`config.mk`:
```
export PLATFORM = sky130hd
export DESIGN_NAME = pc_next_unit
export DESIGN_NICKNAME = d
export VERILOG_FILES = /design/src/rtl/pc_pkg.sv /design/src/rtl/pc_target_mux.sv /design/src/rtl/pc_next_unit.sv
export SDC_FILE = /design/constraint.sdc
export NUM_CORES = 1
export LEC_CHECK = 0
export CAP_MARGIN = 20
export CORE_AREA = 10 10 108 110
export DETAILED_ROUTE_END_ITERATION = 12
export DIE_AREA = 0 0 118 120
export PLACE_DENSITY = 0.76
export SLEW_MARGIN = 20
export SYNTH_ARGS = -nofsm -noshare
export SYNTH_HDL_FRONTEND = slang
export SYNTH_SLANG_ARGS = --single-unit
export TNS_END_PERCENT = 50
```
`constraint.sdc`:
```
create_clock -name clk -period 1.65 [get_ports clk]
set_input_delay 0.4125 -clock clk [delete_from_list [all_inputs] [get_ports clk]]
set_output_delay 0.4125 -clock clk [all_outputs]
set_load 0.02 [all_outputs]
```
`src/rtl/pc_pkg.sv`:
```
// Shared definitions for the PC next-state unit: PC source selector codes and trap FSM states.
package pc_pkg;

    localparam logic [1:0] PCSEL_ALU  = 2'b00;
    localparam logic [1:0] PCSEL_ALUR = 2'b01;
    localparam logic [1:0] PCSEL_JMP  = 2'b10;
    localparam logic [1:0] PCSEL_EPC  = 2'b11;

    typedef enum logic {
        ST_RUN  = 1'b0,
        ST_TRAP = 1'b1
    } pc_state_t;

endpackage

```
`src/rtl/pc_target_mux.sv`:
```
// Combinational PC target selection: ALU result, registered ALU result, jump address or EPC.
module pc_target_mux
    import pc_pkg::*;
#(
    parameter int XLEN   = 32,
    parameter int JTGT_W = 26
) (
    input  logic [1:0]               pc_sel_i,
    input  logic [XLEN-JTGT_W-3:0]   pc_hi_i,
    input  logic [XLEN-1:0]          alu_out_i,
    input  logic [XLEN-1:0]          alu_out_r_i,
    input  logic [JTGT_W-1:0]        jtgt_i,
    input  logic [XLEN-1:0]          epc_i,
    output logic [XLEN-1:0]          target_o
);

    logic [XLEN-1:0] jaddr;

    // Jump keeps the current PC region and word-aligns the target field.
    assign jaddr = {pc_hi_i, jtgt_i, 2'b00};

    always_comb begin
        target_o = alu_out_i;
        case (pc_sel_i)
            PCSEL_ALU:  target_o = alu_out_i;
            PCSEL_ALUR: target_o = alu_out_r_i;
            PCSEL_JMP:  target_o = jaddr;
            PCSEL_EPC:  target_o = epc_i;
            default:    target_o = alu_out_i;
        endcase
    end

endmodule

```
`src/rtl/pc_next_unit.sv`:
```
// Registered program counter with branch/jump selection, misaligned-target trap, EPC capture and eret.
module pc_next_unit
    import pc_pkg::*;
#(
    parameter int              XLEN      = 32,
    parameter logic [XLEN-1:0] RESET_VEC = 32'h0000_0000,
    parameter logic [XLEN-1:0] EXC_VEC   = 32'h0000_0180,
    parameter int              JTGT_W    = 26
) (
    input  logic              clk,
    input  logic              rst,
    input  logic [1:0]        pc_sel,
    input  logic              pc_write,
    input  logic              pc_write_c,
    input  logic              br_ne,
    input  logic              alu_zero,
    input  logic [XLEN-1:0]   alu_out,
    input  logic [XLEN-1:0]   alu_out_r,
    input  logic [JTGT_W-1:0] jtgt,
    input  logic              exc_req,
    input  logic              exc_ack,
    output logic [XLEN-1:0]   pc,
    output logic [XLEN-1:0]   epc,
    output logic              exc_pending,
    output logic              addr_err
);

    pc_state_t       state_q, state_d;
    logic [XLEN-1:0] pc_q, pc_d;
    logic [XLEN-1:0] epc_q, epc_d;
    logic            pend_q, pend_d;
    logic            aerr_q, aerr_d;

    logic [XLEN-1:0] target;
    logic            upd;
    logic            misaligned;

    pc_target_mux #(
        .XLEN   (XLEN),
        .JTGT_W (JTGT_W)
    ) u_target_mux (
        .pc_sel_i    (pc_sel),
        .pc_hi_i     (pc_q[XLEN-1:JTGT_W+2]),
        .alu_out_i   (alu_out),
        .alu_out_r_i (alu_out_r),
        .jtgt_i      (jtgt),
        .epc_i       (epc_q),
        .target_o    (target)
    );

    assign upd        = pc_write | (pc_write_c & (alu_zero ^ br_ne));
    assign misaligned = |target[1:0];

    always_comb begin
        state_d = state_q;
        pc_d    = pc_q;
        epc_d   = epc_q;
        pend_d  = pend_q;
        aerr_d  = aerr_q;
        case (state_q)
            ST_RUN: begin
                if (exc_req || (upd && misaligned)) begin
                    epc_d   = pc_q;
                    pc_d    = EXC_VEC;
                    pend_d  = 1'b1;
                    aerr_d  = ~exc_req;
                    state_d = ST_TRAP;
                end else if (upd) begin
                    pc_d = target;
                end
            end
            ST_TRAP: begin
                // Handler keeps running; a bad target re-enters the vector without touching EPC.
                if (upd) begin
                    pc_d = misaligned ? EXC_VEC : target;
                end
                if (exc_ack) begin
                    pend_d  = 1'b0;
                    state_d = ST_RUN;
                end
            end
            default: state_d = ST_RUN;
        endcase
    end

    always_ff @(posedge clk) begin
        if (rst) begin
            state_q <= ST_RUN;
            pc_q    <= RESET_VEC;
            epc_q   <= '0;
            pend_q  <= 1'b0;
            aerr_q  <= 1'b0;
        end else begin
            state_q <= state_d;
            pc_q    <= pc_d;
            epc_q   <= epc_d;
            pend_q  <= pend_d;
            aerr_q  <= aerr_d;
        end
    end

    assign pc          = pc_q;
    assign epc         = epc_q;
    assign exc_pending = pend_q;
    assign addr_err    = aerr_q;

endmodule

```
Figure 1. The metal 2 layer.
Scale: 4 px per um.
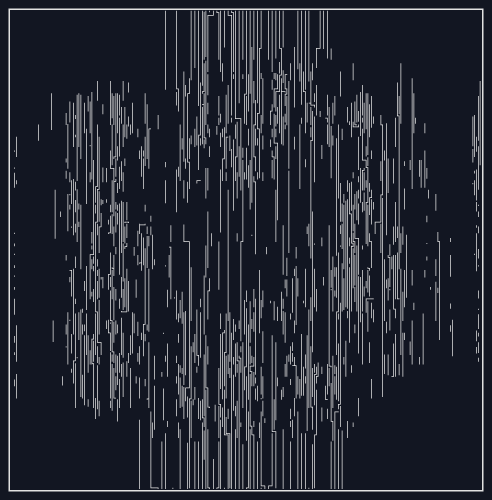
- longest straight run: 49.6 um
- nets with wire on the layer: 579
- main direction: vertical
- share of all routed wire: 49%
- wire length on this layer: 6490 um
Final Routed Wirelength: 13200 um
met2 track demand over resource: 30.6%
number of vias after detailed routing: 3469

Figure 2. Pin map.
Scale: 4 px per um. Pins as bars across the die edge, other pins in gray.
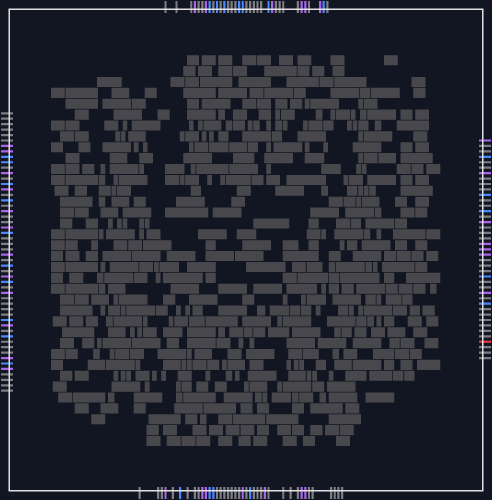
- red: `alu_zero` (pins 1; direction input; edge right)
- purple: `epc` (pins 32; direction output; edge 12 left, 7 right, 7 bottom, 6 top)
- blue: `jtgt` (pins 26; direction input; edge 10 left, 7 top, 5 right, 4 bottom)

Figure 3. I/O nets highlighted.
Scale: 2 px per um.
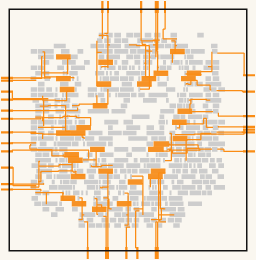
- orange: `epc` (bits 32; direction output; end cells 32; buffers 34; wire 1610 um)
IO buf count: 165
number of top-level pins: 166

Figure 4. Wiring by layer.
Scale: 2 px per um. Only two layers are drawn.
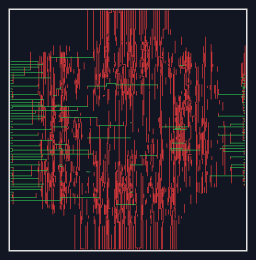
- red: M2 (wire length 6490 um)
- green: M3 (wire length 1020 um)

Figure 5. Cell outlines without signal wires.
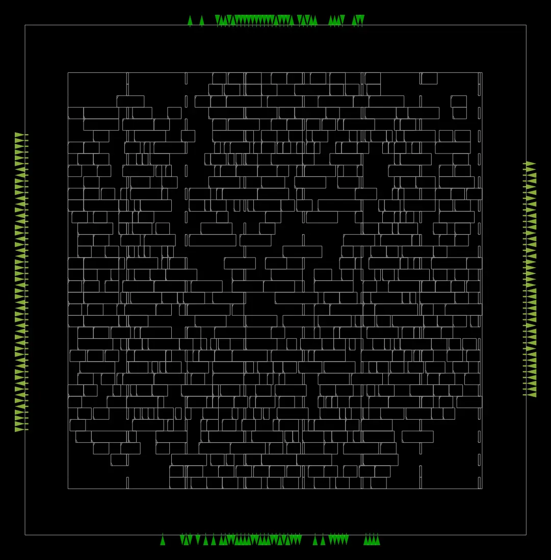
Seq/total area: 22.3%
Rows: 36
Core Region: 9550 um2
Final Core Density: 63.2%
filler-free cell count of the finished design: 668

[synthesized netlist by cell type (all sizes together)]
master and number:
a21o 1, clkbuf 16, nand3 30, mux2i 32, inv 5, and3 2, nor4b 1, a22o 2
a211o 1, dfxtp 67, o21ai 2, a2111o 1, a211oi 30, xor2 1, mux4 30, nor3 1
o21a 5, nand2 92, a21oi 3, buf 18
[critical path, stage by stage (launching register included)]
cell      delay, ns
dfxtp_2        0.34
o21ai_2        0.07
a211o_1        0.34
a211oi_4       0.29
buf_12         0.16
buf_12         0.15
buf_12         0.13
mux2i_1        0.18
[where the power goes]
part / internal [uW] / switching, uW
registers: 1690 / 59.2
clock network: 740 / 578
logic: 759 / 570
total: 3190 / 1210
[flip-flops by register name (all words and copies together), names as in the netlist]
register / count
addr_err: 1
state_q: 1
pc: 32
epc: 32
exc_pending: 1
==> changes_impl.md <==
## Flow update

* Well-Tap Cells at 133
* Count of maximum capacitance violations at 0
* DRT antenna net count at 0
* Status: finished, violations left
* Sequential element share of the synthesized area at 38.7%
* Layout Skew at 0.00621 ns
* Adder and majority cell fraction of the synthesized area at 0%
* Cell count in the Yosys report at 340
* Sequential Area at 1340 um2
* Number of warnings in the stage logs at 28
* Height of the chip at 120 um
* Setup TNS at -1.42 ns
* Biggest cell category by area in the final layout: buffers
* XOR-XNOR Cells, Area Fraction at 0.253%
* Count of clock buffers in the final design at 14
* Portion of netlist area occupied by mux cells at 28.7%
* CP Launch Point: epc[1]
* Number of buffers inserted for hold repair after clock tree synthesis at 0
* Final design instance area without fill at 6030 um2
* Multi-input combinational cell area at 2060 um2
* R2r worst-path depth at 7
* Peak Freq at 0.575 GHz
* Last weighted congestion value of the routability-driven placer at 0.817
* Fraction of layout instances using a drive strength above 1 at 23.7%
* Detailed Route Iter0 Violations at 159
* Distinct cells, synth at 26
* Clock latency at the later pin of the worst-skew pair at 0.33 ns
* Hold path cells at 1
* Warnings, synthesis at 0
* Origin of the worst min-delay path: exc_pending
* Placed Area at 5470 um2
* Critical setup path kind: reg2reg
* Final setup violating endpoints at 42
* Length of the first detailed-routing pass in iterations at 6
* Routed met3 length at 1020 um
* Leak Pwr at 0.00252 uW
* Post-route setup slack at -0.0883 ns
* Area share of buffers outside the clock network at 37.3%
* Highest metal layer used by the detailed router: met4
* Violations in the final reports: setup timing
* Placed instance count at 635
Power figures rest on the tool's default switching activity, not on a simulated workload.
